File: src/rtl/serial_rx_deserializer.sv
// Receive side of the LSB-first serial word link: synchronizes the remote bit clock and data,
// shifts one bit per falling edge and hands finished words over with a valid/ack handshake.
module serial_rx_deserializer #(
  parameter int unsigned WIDTH       = 32,
  parameter int unsigned SYNC_STAGES = 2,
  parameter int unsigned TIMEOUT     = 64
) (
  input  logic             CLK,
  input  logic             RESET_N,
  input  logic             SCLK_IN,
  input  logic             SIN,
  input  logic             RX_START,
  input  logic             RX_ACK,
  output logic [WIDTH-1:0] DOUT,
  output logic             RX_VALID,
  output logic             RX_DONE,
  output logic             RX_BUSY,
  output logic             RX_ERR,
  output logic             OVERRUN
);

  localparam int unsigned BitCntW = $clog2(WIDTH + 1);
  localparam int unsigned ToCntW  = $clog2(TIMEOUT + 1);

  localparam logic [BitCntW-1:0] BitLast = BitCntW'(WIDTH);
  localparam logic [ToCntW-1:0]  ToLast  = ToCntW'(TIMEOUT - 1);

  typedef enum logic [1:0] {StIdle, StRecv, StDone} state_e;

  state_e state_q, state_d;

  logic [SYNC_STAGES-1:0] sclk_sync_q, sin_sync_q;
  logic                   sclk_s, sin_s;
  logic                   sclk_d_q, sin_d_q;
  logic                   bit_edge;

  logic [BitCntW-1:0] bit_cnt_q, bit_cnt_d;
  logic [ToCntW-1:0]  to_cnt_q, to_cnt_d;
  logic [WIDTH-1:0]   shreg_q, shreg_d;
  logic [WIDTH-1:0]   dout_q, dout_d;
  logic               rx_valid_q, rx_valid_d;
  logic               rx_err_q, rx_err_d;
  logic               overrun_q, overrun_d;

  assign sclk_s = sclk_sync_q[SYNC_STAGES-1];
  assign sin_s  = sin_sync_q[SYNC_STAGES-1];

  // Falling edge of the bit clock; sin_d_q still holds the data seen while SCLK was high.
  assign bit_edge = ~sclk_s & sclk_d_q;

  always_ff @(posedge CLK) begin
    if (!RESET_N) begin
      sclk_sync_q <= '0;
      sin_sync_q  <= '0;
      sclk_d_q    <= 1'b0;
      sin_d_q     <= 1'b0;
    end else begin
      sclk_sync_q <= {sclk_sync_q[SYNC_STAGES-2:0], SCLK_IN};
      sin_sync_q  <= {sin_sync_q[SYNC_STAGES-2:0], SIN};
      sclk_d_q    <= sclk_s;
      sin_d_q     <= sin_s;
    end
  end

  always_ff @(posedge CLK) begin
    if (!RESET_N) begin
      state_q    <= StIdle;
      bit_cnt_q  <= '0;
      to_cnt_q   <= '0;
      shreg_q    <= '0;
      dout_q     <= '0;
      rx_valid_q <= 1'b0;
      rx_err_q   <= 1'b0;
      overrun_q  <= 1'b0;
    end else begin
      state_q    <= state_d;
      bit_cnt_q  <= bit_cnt_d;
      to_cnt_q   <= to_cnt_d;
      shreg_q    <= shreg_d;
      dout_q     <= dout_d;
      rx_valid_q <= rx_valid_d;
      rx_err_q   <= rx_err_d;
      overrun_q  <= overrun_d;
    end
  end

  always_comb begin
    state_d    = state_q;
    bit_cnt_d  = bit_cnt_q;
    to_cnt_d   = to_cnt_q;
    shreg_d    = shreg_q;
    dout_d     = dout_q;
    rx_valid_d = rx_valid_q;
    rx_err_d   = rx_err_q;
    overrun_d  = overrun_q;

    if (RX_ACK) begin
      rx_valid_d = 1'b0;
    end

    unique case (state_q)
      StIdle: begin
        if (RX_START) begin
          state_d   = StRecv;
          bit_cnt_d = '0;
          to_cnt_d  = '0;
          rx_err_d  = 1'b0;
        end
      end
      StRecv: begin
        if (bit_edge) begin
          shreg_d   = {sin_d_q, shreg_q[WIDTH-1:1]};
          bit_cnt_d = bit_cnt_q + BitCntW'(1);
          to_cnt_d  = '0;
          if (bit_cnt_d == BitLast) begin
            state_d = StDone;
          end
        end else begin
          to_cnt_d = to_cnt_q + ToCntW'(1);
          if (to_cnt_d == ToLast) begin
            rx_err_d = 1'b1;
            state_d  = StIdle;
          end
        end
      end
      StDone: begin
        // Completion beats a same-cycle acknowledge.
        dout_d     = shreg_q;
        rx_valid_d = 1'b1;
        if (rx_valid_q) begin
          overrun_d = 1'b1;
        end
        state_d = StIdle;
      end
      default: begin
        state_d = StIdle;
      end
    endcase
  end

  assign DOUT     = dout_q;
  assign RX_VALID = rx_valid_q;
  assign RX_DONE  = (state_q == StDone);
  assign RX_BUSY  = (state_q == StRecv);
  assign RX_ERR   = rx_err_q;
  assign OVERRUN  = overrun_q;

endmodule

File: config.mk
export PLATFORM = sky130hd
export DESIGN_NAME = serial_rx_deserializer
export DESIGN_NICKNAME = d
export VERILOG_FILES = /design/src/rtl/serial_rx_deserializer.sv
export SDC_FILE = /design/constraint.sdc
export NUM_CORES = 1
export LEC_CHECK = 0
export CORE_ASPECT_RATIO = 1.4
export CORE_UTILIZATION = 54
export CTS_CLUSTER_DIAMETER = 50
export CTS_CLUSTER_SIZE = 10
export DETAILED_ROUTE_END_ITERATION = 7
export PLACE_DENSITY = 0.78
export SYNTH_ARGS = -nofsm -noshare
export SYNTH_HDL_FRONTEND = slang
export SYNTH_SLANG_ARGS = --single-unit
export TNS_END_PERCENT = 5
File: constraint.sdc
create_clock -name CLK -period 2.3 [get_ports CLK]
set_clock_uncertainty 0.15 [all_clocks]
set_input_delay 0.575 -clock CLK [delete_from_list [all_inputs] [get_ports CLK]]
set_output_delay 0.575 -clock CLK [all_outputs]
set_load 0.01 [all_outputs]
==> images/density.png <==
The die is cut into 7 by 9 equal tiles; white is low, dark blue is high, 0 to 100% covered.
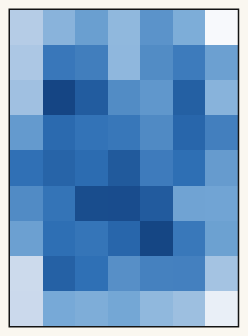
mean over tiles = 61%
tiles over 75% full = 22%
fullest tile = 92%
densest ninth of the die = middle
core footprint: 5860 µm²
final design utilization: 67.5%
floorplan-stage core utilization: 55.9%

==> images/final_placement.png <==
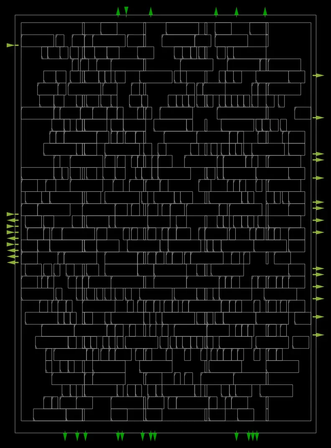
# fillers: 506
tap cells: 70
Std-Cell Rows: 33
register share of the cell area: 44.6%

==> images/clock_map.png <==
Bar = 20 µm.
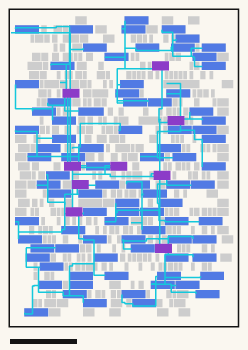
cells driving clock nets -> purple  # count 9
clock wires -> cyan  # length 897 µm
flip-flops -> blue  # count 88
routed clock nets = 10
Power Clock: 1.05 mW
clock share of power: 39.2%
later-pin clock latency in the skew report: 0.34 ns

-- flip-flops by register name (all words and copies together), names as in the netlist --
register and flops:
DOUT 32, RX_VALID 1, sclk_d_q 1, sin_sync_q 2
sin_d_q 1, OVERRUN 1, bit_cnt_q 6, state_q 2
shreg_q 32, to_cnt_q 7, sclk_sync_q 2, RX_ERR 1
-- per-layer routing --
layer  vias up  wire length, µm
li1       1422                -
met4         0               78
met1      1277             2770
met5         -                0
met2        58             3300
met3         5              200
-- critical path: cells and delay by family, from the launching register on --
family / cells / cell delay [ns]
flops: 1 / 0.36
buf+inv: 2 / 0.61
simple gates: 1 / 0.17
-- cell families after synthesis --
logic type                 synth area share (%)
and+or+nand+nor                            24.2
buffers and inverters                      3.82
DFF                                        53.7
AOI/OAI and AO/OA                          16.5
xor gates and xnor gates                  0.534
adders and majority gates                  1.15
==> out/results.ini <==
[placed_design]
placed_area_um2 = 3750
number_of_cells_after_detailed_placement = 502
hpwlAfterDp_um = 4200
gp_congestion = 0.827

[yosys]
yosys_area_um2 = 3280
cell_total_in_the_yosys_stat_output = 406
synth.top_cell.area_share_pct = 53.7
synth_top_cell_by_count = nand2_1
synth_async_reset_ratio_pct = 0
synth_nets = 415
post_synth_instance_area_um2 = 3280
synthDominantAreaCellType = dfxtp_1
enable_flop_cells = 0
ys_seq_share_pct = 53.7

[finish]
register_area_um2 = 1760
layout.area.top_class = sequential cells
layout_top_cells = nand2_1 (139), dfxtp_1 (86), a21oi_1 (76)
lay_top_count = nand2_1
number_of_nets_in_the_finished_design = 452
non_clock_buffer_count = 49
layout.clock.cell_area_share_pct = 5.03
area_growth_synth_to_finish_pct = 20.7
final_layout_size_suffix_gt1_share_pct = 6.70
numSequentialCells = 88

[floorplanning]
design.die.area_um2 = 6390
die_ht_um = 94.2
top_level_ports = 43

[setup_path]
timing.setup.critical_path_class = reg2out
timing.critical_path.cells = nand2b_1 -> inv_2 -> clkdlybuf4s50_1
cp_max_fo = 5
critical_path.slowest_cell = clkdlybuf4s50_1
crit_path_max_incr_delay_ns = 0.53
r2r_start = state_q[1]
worstReg2RegEnd = bit_cnt_q[4]
worst_ep_required_time_ns = 1.57
critPathCapture = RX_DONE

[power_and_ir_drop]
power.ir.vdd_worst_v = 0.000478
top_power_group = sequential cells
power_report.internal_total_mw = 2.10
leakage_nw = 1.33
p_seq_mw = 1.54
power_per_cell_area_nw_per_um2 = 678
power_combinational_mw = 0.0935
finalPower_mw = 2.68

[drt]
drt-total-wl_um = 6350
starting_drc_count_in_detailed_routing = 212
detailroute.via_count = 2762
drcViolationCount = 0

[sta]
timing.final.max_slew_violations = 0
fin_crit_sh_pct = 96.3
maxSlewHeadroom_pct = 68.9
achievable-frequency_ghz = 0.452
timing.final.ws_setup_ns = 0.0858
report.final.setup_viol = 0
tmin_final_ns = 2.21

[cts]
tritoncts = yes
ctsResizeCount = 0
cts.clk_slew.worst_paths_ns = 0.08
clock_tree.htree_level_count = 3
cts_hold_buffers = 0
cts-root-buf = clkbuf_8

[global_routing]
grt_use_met1_pct = 25.5
grt_antenna_before_repair = 0
grt_overflow = 0
gr-max-usage-layer = met2
globalRouteMet3Util_pct = 2.91
grt_util_met2_pct = 36.5
first_global_vias = 2420

[min_path]
min_path_type = reg2reg
hold_path_end = sclk_sync_q[1]
worst_hold_startpoint = sclk_sync_q[0]

[flow_run]
tool_warnings = 27
maxCapViolations = 0

[status]
status = completed

Power and IR drop assume default switching activity.
